`config.mk`:
```
export PLATFORM = sky130hd
export DESIGN_NAME = count_adjust_field
export DESIGN_NICKNAME = d
export VERILOG_FILES = /design/src/rtl/count_adjust_field.sv
export SDC_FILE = /design/constraint.sdc
export NUM_CORES = 1
export LEC_CHECK = 0
export CAP_MARGIN = 0
export CORE_MARGIN = 2
export CORE_UTILIZATION = 45
export CTS_BUF_LIST = sky130_fd_sc_hd__clkbuf_4 sky130_fd_sc_hd__clkbuf_8 sky130_fd_sc_hd__clkbuf_16
export DETAILED_ROUTE_END_ITERATION = 8
export HOLD_SLACK_MARGIN = 0.08
export PLACE_DENSITY = 0.69
export SETUP_SLACK_MARGIN = 0.5
export SLEW_MARGIN = 30
export SYNTH_ARGS = -nofsm -noshare
export SYNTH_HDL_FRONTEND = slang
export SYNTH_SLANG_ARGS = --single-unit
```
`constraint.sdc`:
```
create_clock -name clk -period 4.6 [get_ports clk]
set_clock_uncertainty 0.1 [all_clocks]
set_input_delay 1.38 -clock clk [delete_from_list [all_inputs] [get_ports clk]]
set_output_delay 1.38 -clock clk [all_outputs]
set_load 0.005 [all_outputs]
```
`src/rtl/count_adjust_field.sv`:
```
// ============================================================================
// Module      : count_adjust_field
// Description : Wrapping count field with a dynamic upper limit and
//               button adjust with press, hold-delay and auto-repeat.
// Revision    : 1.0 - initial release
// ============================================================================
`default_nettype none

module count_adjust_field #(
    parameter int WIDTH     = 5,
    parameter int MIN_VAL   = 1,
    parameter int MAX_VAL   = 31,
    parameter int HOLD_CYC  = 4,
    parameter int RPT_CYC   = 2,
    parameter int ADJ_CARRY = 0
) (
    input  logic             clk,
    input  logic             rst,
    input  logic             carry_in,
    input  logic             adj_en,
    input  logic             adj_up,
    input  logic             adj_down,
    input  logic [WIDTH-1:0] max_dyn,
    output logic [WIDTH-1:0] val,
    output logic             carry_out,
    output logic             borrow_out
);

    localparam int CNT_MAX = (HOLD_CYC > RPT_CYC) ? HOLD_CYC : RPT_CYC;
    localparam int CW      = $clog2(CNT_MAX);

    localparam logic [WIDTH-1:0] MIN_V     = WIDTH'(MIN_VAL);
    localparam logic [WIDTH-1:0] MAX_V     = WIDTH'(MAX_VAL);
    localparam logic [CW-1:0]    HOLD_LAST = CW'(HOLD_CYC - 1);
    localparam logic [CW-1:0]    RPT_LAST  = CW'(RPT_CYC - 1);
    localparam logic [CW-1:0]    CNT_ONE   = CW'(1);
    localparam logic             CARRY_EN  = (ADJ_CARRY != 0);

    typedef enum logic [1:0] {
        IDLE   = 2'd0,
        DELAY  = 2'd1,
        REPEAT = 2'd2
    } state_t;

    state_t           state, state_nx;
    logic [CW-1:0]    cnt, cnt_nx;
    logic             dir, dir_nx;
    logic [WIDTH-1:0] val_nx;
    logic             carry_nx, borrow_nx;
    logic             prev_up, prev_dn;

    logic [WIDTH-1:0] emax;
    logic             up_act, dn_act;
    logic             up_edge, dn_edge;
    logic             held;
    logic             do_step;

    // A limit below the legal floor is treated as "no dynamic limit".
    always_comb begin
        if (max_dyn < MIN_V) begin
            emax = MAX_V;
        end else if (max_dyn < MAX_V) begin
            emax = max_dyn;
        end else begin
            emax = MAX_V;
        end
    end

    assign up_act  = adj_up & ~adj_down;
    assign dn_act  = adj_down & ~adj_up;
    assign up_edge = up_act & ~prev_up;
    assign dn_edge = dn_act & ~prev_dn;
    assign held    = dir ? up_act : dn_act;

    always_ff @(posedge clk) begin
        if (rst) begin
            state      <= IDLE;
            cnt        <= '0;
            dir        <= 1'b0;
            val        <= MIN_V;
            carry_out  <= 1'b0;
            borrow_out <= 1'b0;
            prev_up    <= 1'b1;
            prev_dn    <= 1'b1;
        end else begin
            state      <= state_nx;
            cnt        <= cnt_nx;
            dir        <= dir_nx;
            val        <= val_nx;
            carry_out  <= carry_nx;
            borrow_out <= borrow_nx;
            prev_up    <= adj_up;
            prev_dn    <= adj_down;
        end
    end

    always_comb begin
        state_nx  = state;
        cnt_nx    = cnt;
        dir_nx    = dir;
        val_nx    = val;
        carry_nx  = 1'b0;
        borrow_nx = 1'b0;
        do_step   = 1'b0;

        if (val > emax) begin
            val_nx   = emax;
            state_nx = IDLE;
            cnt_nx   = '0;
        end else if (val < MIN_V) begin
            val_nx   = MIN_V;
            state_nx = IDLE;
            cnt_nx   = '0;
        end else if (!adj_en) begin
            state_nx = IDLE;
            cnt_nx   = '0;
            if (carry_in) begin
                if (val == emax) begin
                    val_nx   = MIN_V;
                    carry_nx = 1'b1;
                end else begin
                    val_nx = val + 1'b1;
                end
            end
        end else begin
            case (state)
                IDLE: begin
                    if (up_edge || dn_edge) begin
                        do_step  = 1'b1;
                        dir_nx   = up_edge;
                        state_nx = DELAY;
                        cnt_nx   = '0;
                    end
                end
                DELAY: begin
                    if (held) begin
                        if (cnt == HOLD_LAST) begin
                            do_step  = 1'b1;
                            state_nx = REPEAT;
                            cnt_nx   = '0;
                        end else begin
                            cnt_nx = cnt + CNT_ONE;
                        end
                    end else begin
                        state_nx = IDLE;
                        cnt_nx   = '0;
                    end
                end
                REPEAT: begin
                    if (held) begin
                        if (cnt == RPT_LAST) begin
                            do_step = 1'b1;
                            cnt_nx  = '0;
                        end else begin
                            cnt_nx = cnt + CNT_ONE;
                        end
                    end else begin
                        state_nx = IDLE;
                        cnt_nx   = '0;
                    end
                end
                default: begin
                    state_nx = IDLE;
                    cnt_nx   = '0;
                end
            endcase

            // Direction is latched at the press, so repeats follow dir_nx.
            if (do_step) begin
                if (dir_nx) begin
                    if (val == emax) begin
                        val_nx   = MIN_V;
                        carry_nx = CARRY_EN;
                    end else begin
                        val_nx = val + 1'b1;
                    end
                end else begin
                    if (val == MIN_V) begin
                        val_nx    = emax;
                        borrow_nx = CARRY_EN;
                    end else begin
                        val_nx = val - 1'b1;
                    end
                end
            end
        end
    end

endmodule

`default_nettype wire

```
==> impl_metrics.yaml <==
# flow metrics
critical_path:
  cp-end-kind: "flop"
  arrival_ns: 3.80
  worstSetupStartpointType: "primary input"
  critPathMaxFanout: 11
clock_tree:
  htreeDepth: 1
  root_buffer: "clkbuf_4"
  cts_setup_buffers: 0
  tritoncts: "done"
  cts-resized-gates: 3
  cts_sinks: 13
  ctsHoldBuffers: 0
logic_synthesis:
  edf_count: 0
  ys_ff: 13
  syn_nets: 188
  top_area_share_pct: 20.6
  ys_seq_share_pct: 20.6
  synth_chip_area_um2: 1270
  syn_inst: 163
  synth.avg_cell_area_um2: 7.77
  yosysCellCount: 163
  yosysWarningCount: 0
final_timing:
  timing.final.crit_share_pct: 81.1
  worst_pin_slew_ns: 0.848
  clock.fmax_mhz: 268
  slew_headroom_pct: 43.3
  tns_ns: 0
  fin_ws_ns: 0.868
  post-route-min-period_ns: 3.73
  timing.hold.ws_ns: 0.431
finish:
  layout-drive-gt1-share_pct: 11.7
  area_delta_synth_final_pct: 18.6
  diodes: 0
floorplan:
  core_um2: 2710
  die_h_um: 57.0
  fp-row-count: 19
  fp_util_pct: 46.7
pwr:
  p_leak_nw: 0.636
  seqPwrFrac_pct: 28.4
  p_per_area_nw_per_um2: 443
  peakVddDrop_uv: 349
place:
  io_buffer_count: 16
  globalplace.congestion: 0.892
drt:
  antenna_left: 0
  drc: 0
  viasPerCell: 5.97
  firstDrtPassIters: 4
run_status:
  status: "complete, no violations"
flow_run:
  openroad.warnings: 33
  drv_cap: 0
global_routing:
  grt_pass1_vias: 1156
[worst max-delay path, stage by stage]
cell	delay, ns
dlymetal6s2s_1	0.24
nor2_2	0.10
a21oi_2	0.19
ha_1	0.27
and3_1	0.22
nor4bb_1	0.14
a31o_1	0.24
or3_4	0.46
or2_1	0.29
o221a_2	0.27
[path summary, 6_finish.rpt]
| check | from | slack [ns] | end | cells past startpoint |
|---|---|---|---|---|
| setup reg to reg | val[2] | 1.90 | val[3] | 7 |
| hold / removal | dir | 0.43 | dir | 2 |
| setup / recovery | max_dyn[1] | 0.87 | val[3] | 10 |
| hold reg to reg | dir | 0.43 | dir | 2 |
[routing by layer]
metal / global-route usage, % / up-vias / routed length, um
li1: - / 625 / -
met1: 24.0 / 586 / 1400
met2: 34.2 / 32 / 1540
met3: 2.49 / 10 / 126
met4: 7.31 / 0 / 86
met5: 0 / - / 0
[cell families (layout without fill, tap and decap cells)]
| family | count (synthesis) | count (layout) | synth area share [%] |
|---|---|---|---|
| mux | 1 | 1 | 0.889 |
| xor+xnor | 6 | 6 | 4.15 |
| buf+inv | 16 | 32 | 5.63 |
| flops | 13 | 13 | 20.6 |
| fa+ha+maj | 14 | 14 | 13.8 |
| compound gates | 50 | 50 | 27.1 |
| other cells | 1 | 1 | 0.296 |
| simple gates | 62 | 62 | 27.6 |
[stage by stage]
| stage | instances | total power (W) | area [um2] |
|---|---|---|---|
| finish | 210 | 0.000664 | 1500 |
| global route | 210 | 0.000717 | 1500 |
| CTS | 210 | 0.000663 | 1480 |
| detailed placement | 206 | 0.000586 | 1440 |
| global placement | 206 | 0.000583 | 1440 |
| floorplan | 163 | 0.000483 | 1270 |
[cells in the final DEF (no fill, tap or decap), types with 4 or more instances in the layout]
| cell type | synthesis | routed |
|---|---|---|
| nand3_1 | 6 | 6 |
| inv_1 | 11 | 11 |
| dfxtp_1 | 13 | 13 |
| nand2_1 | 12 | 12 |
| nor2_1 | 13 | 11 |
| nor3_1 | 6 | 6 |
| clkdlybuf4s50_1 | 0 | 11 |
| a21oi_1 | 10 | 7 |
| clkbuf_4 | 0 | 4 |
| dlymetal6s2s_1 | 0 | 5 |
| o21ai_0 | 10 | 10 |
| a31oi_1 | 5 | 5 |
| ha_1 | 14 | 14 |
[layout make-up]
class                   instances  area, um2
clock buffers                   4       30.0
fillers                       244       1210
inverters                      11       41.3
multi-input cells             134        951
flip-flops and latches         13        260
well taps                      31       38.8
repair buffers                 17        180
[registers in the layout, summed over array words and instances (netlist names)]
| name | cells |
|---|---|
| prev_dn | 1 |
| state | 2 |
| dir | 1 |
| carry_out | 1 |
| val | 5 |
| prev_up | 1 |
| cnt | 2 |
[power groups by stage]
stage | Clock (W) | Combinational [W] | Sequential [W]
2_1_floorplan | 0 | 0.000325 | 0.000158
3_3_place_gp | 0 | 0.000395 | 0.000188
3_5_place_dp | 0 | 0.000398 | 0.000188
4_1_cts | 0.0000768 | 0.000399 | 0.000187
5_1_grt | 0.0000820 | 0.000444 | 0.000191
6_report | 0.0000746 | 0.000401 | 0.000188
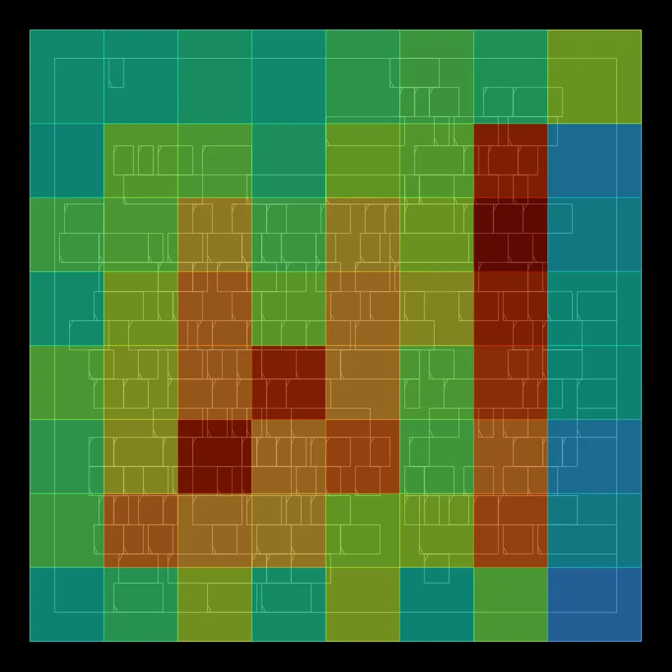
*Routing congestion*
GRT Total Usage: 19.4%
Final Util: 55.4%
met2 usage: 34.2%
met1 usage: 24.0%

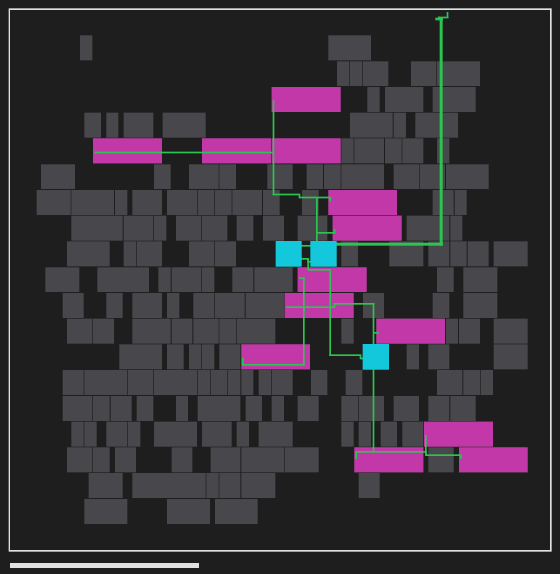
*Routed clock nets over the placement*
Scale bar: 20 um.
Key: green = clock wires [length 164 um]; magenta = flip-flops [count 13]; cyan = clock-net drivers [count 3]
There are 4 routed clock nets.
clk_lat worst skew: 0.27 ns
Clock Power Share: 11.2%

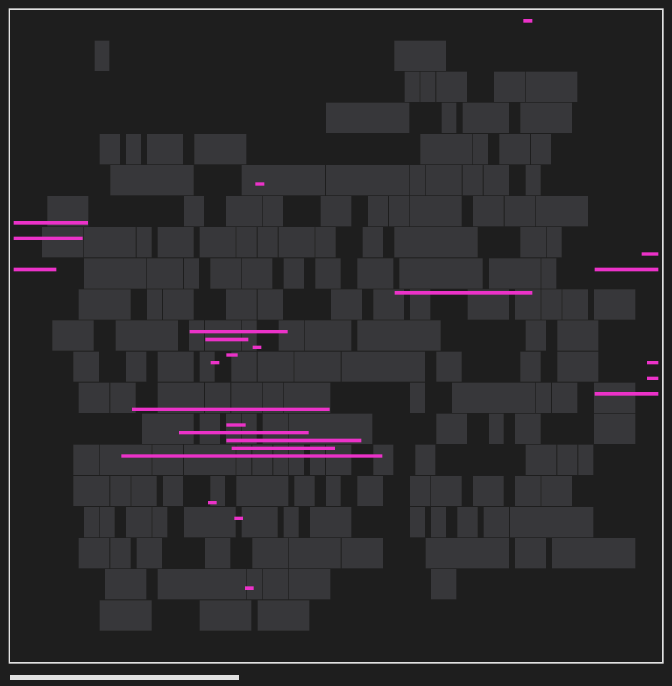
*Signal wires on met3*
Scale bar: 20 um. Cells faint in the background.
The wires run mostly horizontal. The layer holds 4.0% of the routed length. The layer carries 127 um of wire.
total wire length: 3160 um
met3 Use GR: 2.49%

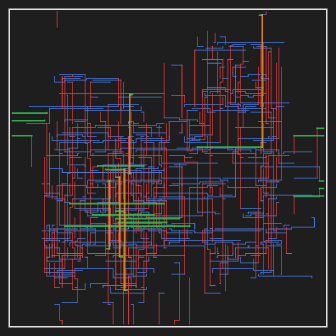
*Routed metal, one colour a layer*
Key: orange = M4 [wire length 86.4 um]; blue = M1 [wire length 1400 um]; red = M2 [wire length 1540 um]; green = M3 [wire length 127 um]
total number of vias: 1253
WL per Instance: 15.0 um

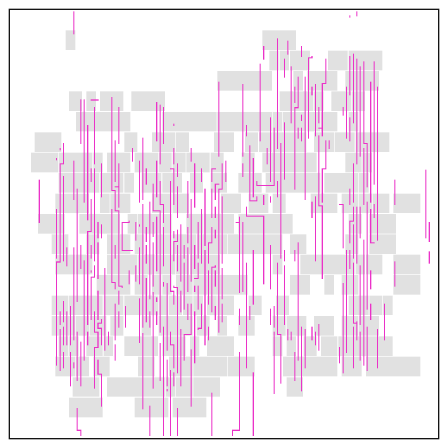
*Metal 2*
Cells faint in the background.
The layer holds 49% of the routed length. The wires run mostly vertical. The longest straight run is 20.4 um. The layer carries 1540 um of wire. 176 nets have wire on it.

Power and IR drop assume default switching activity.
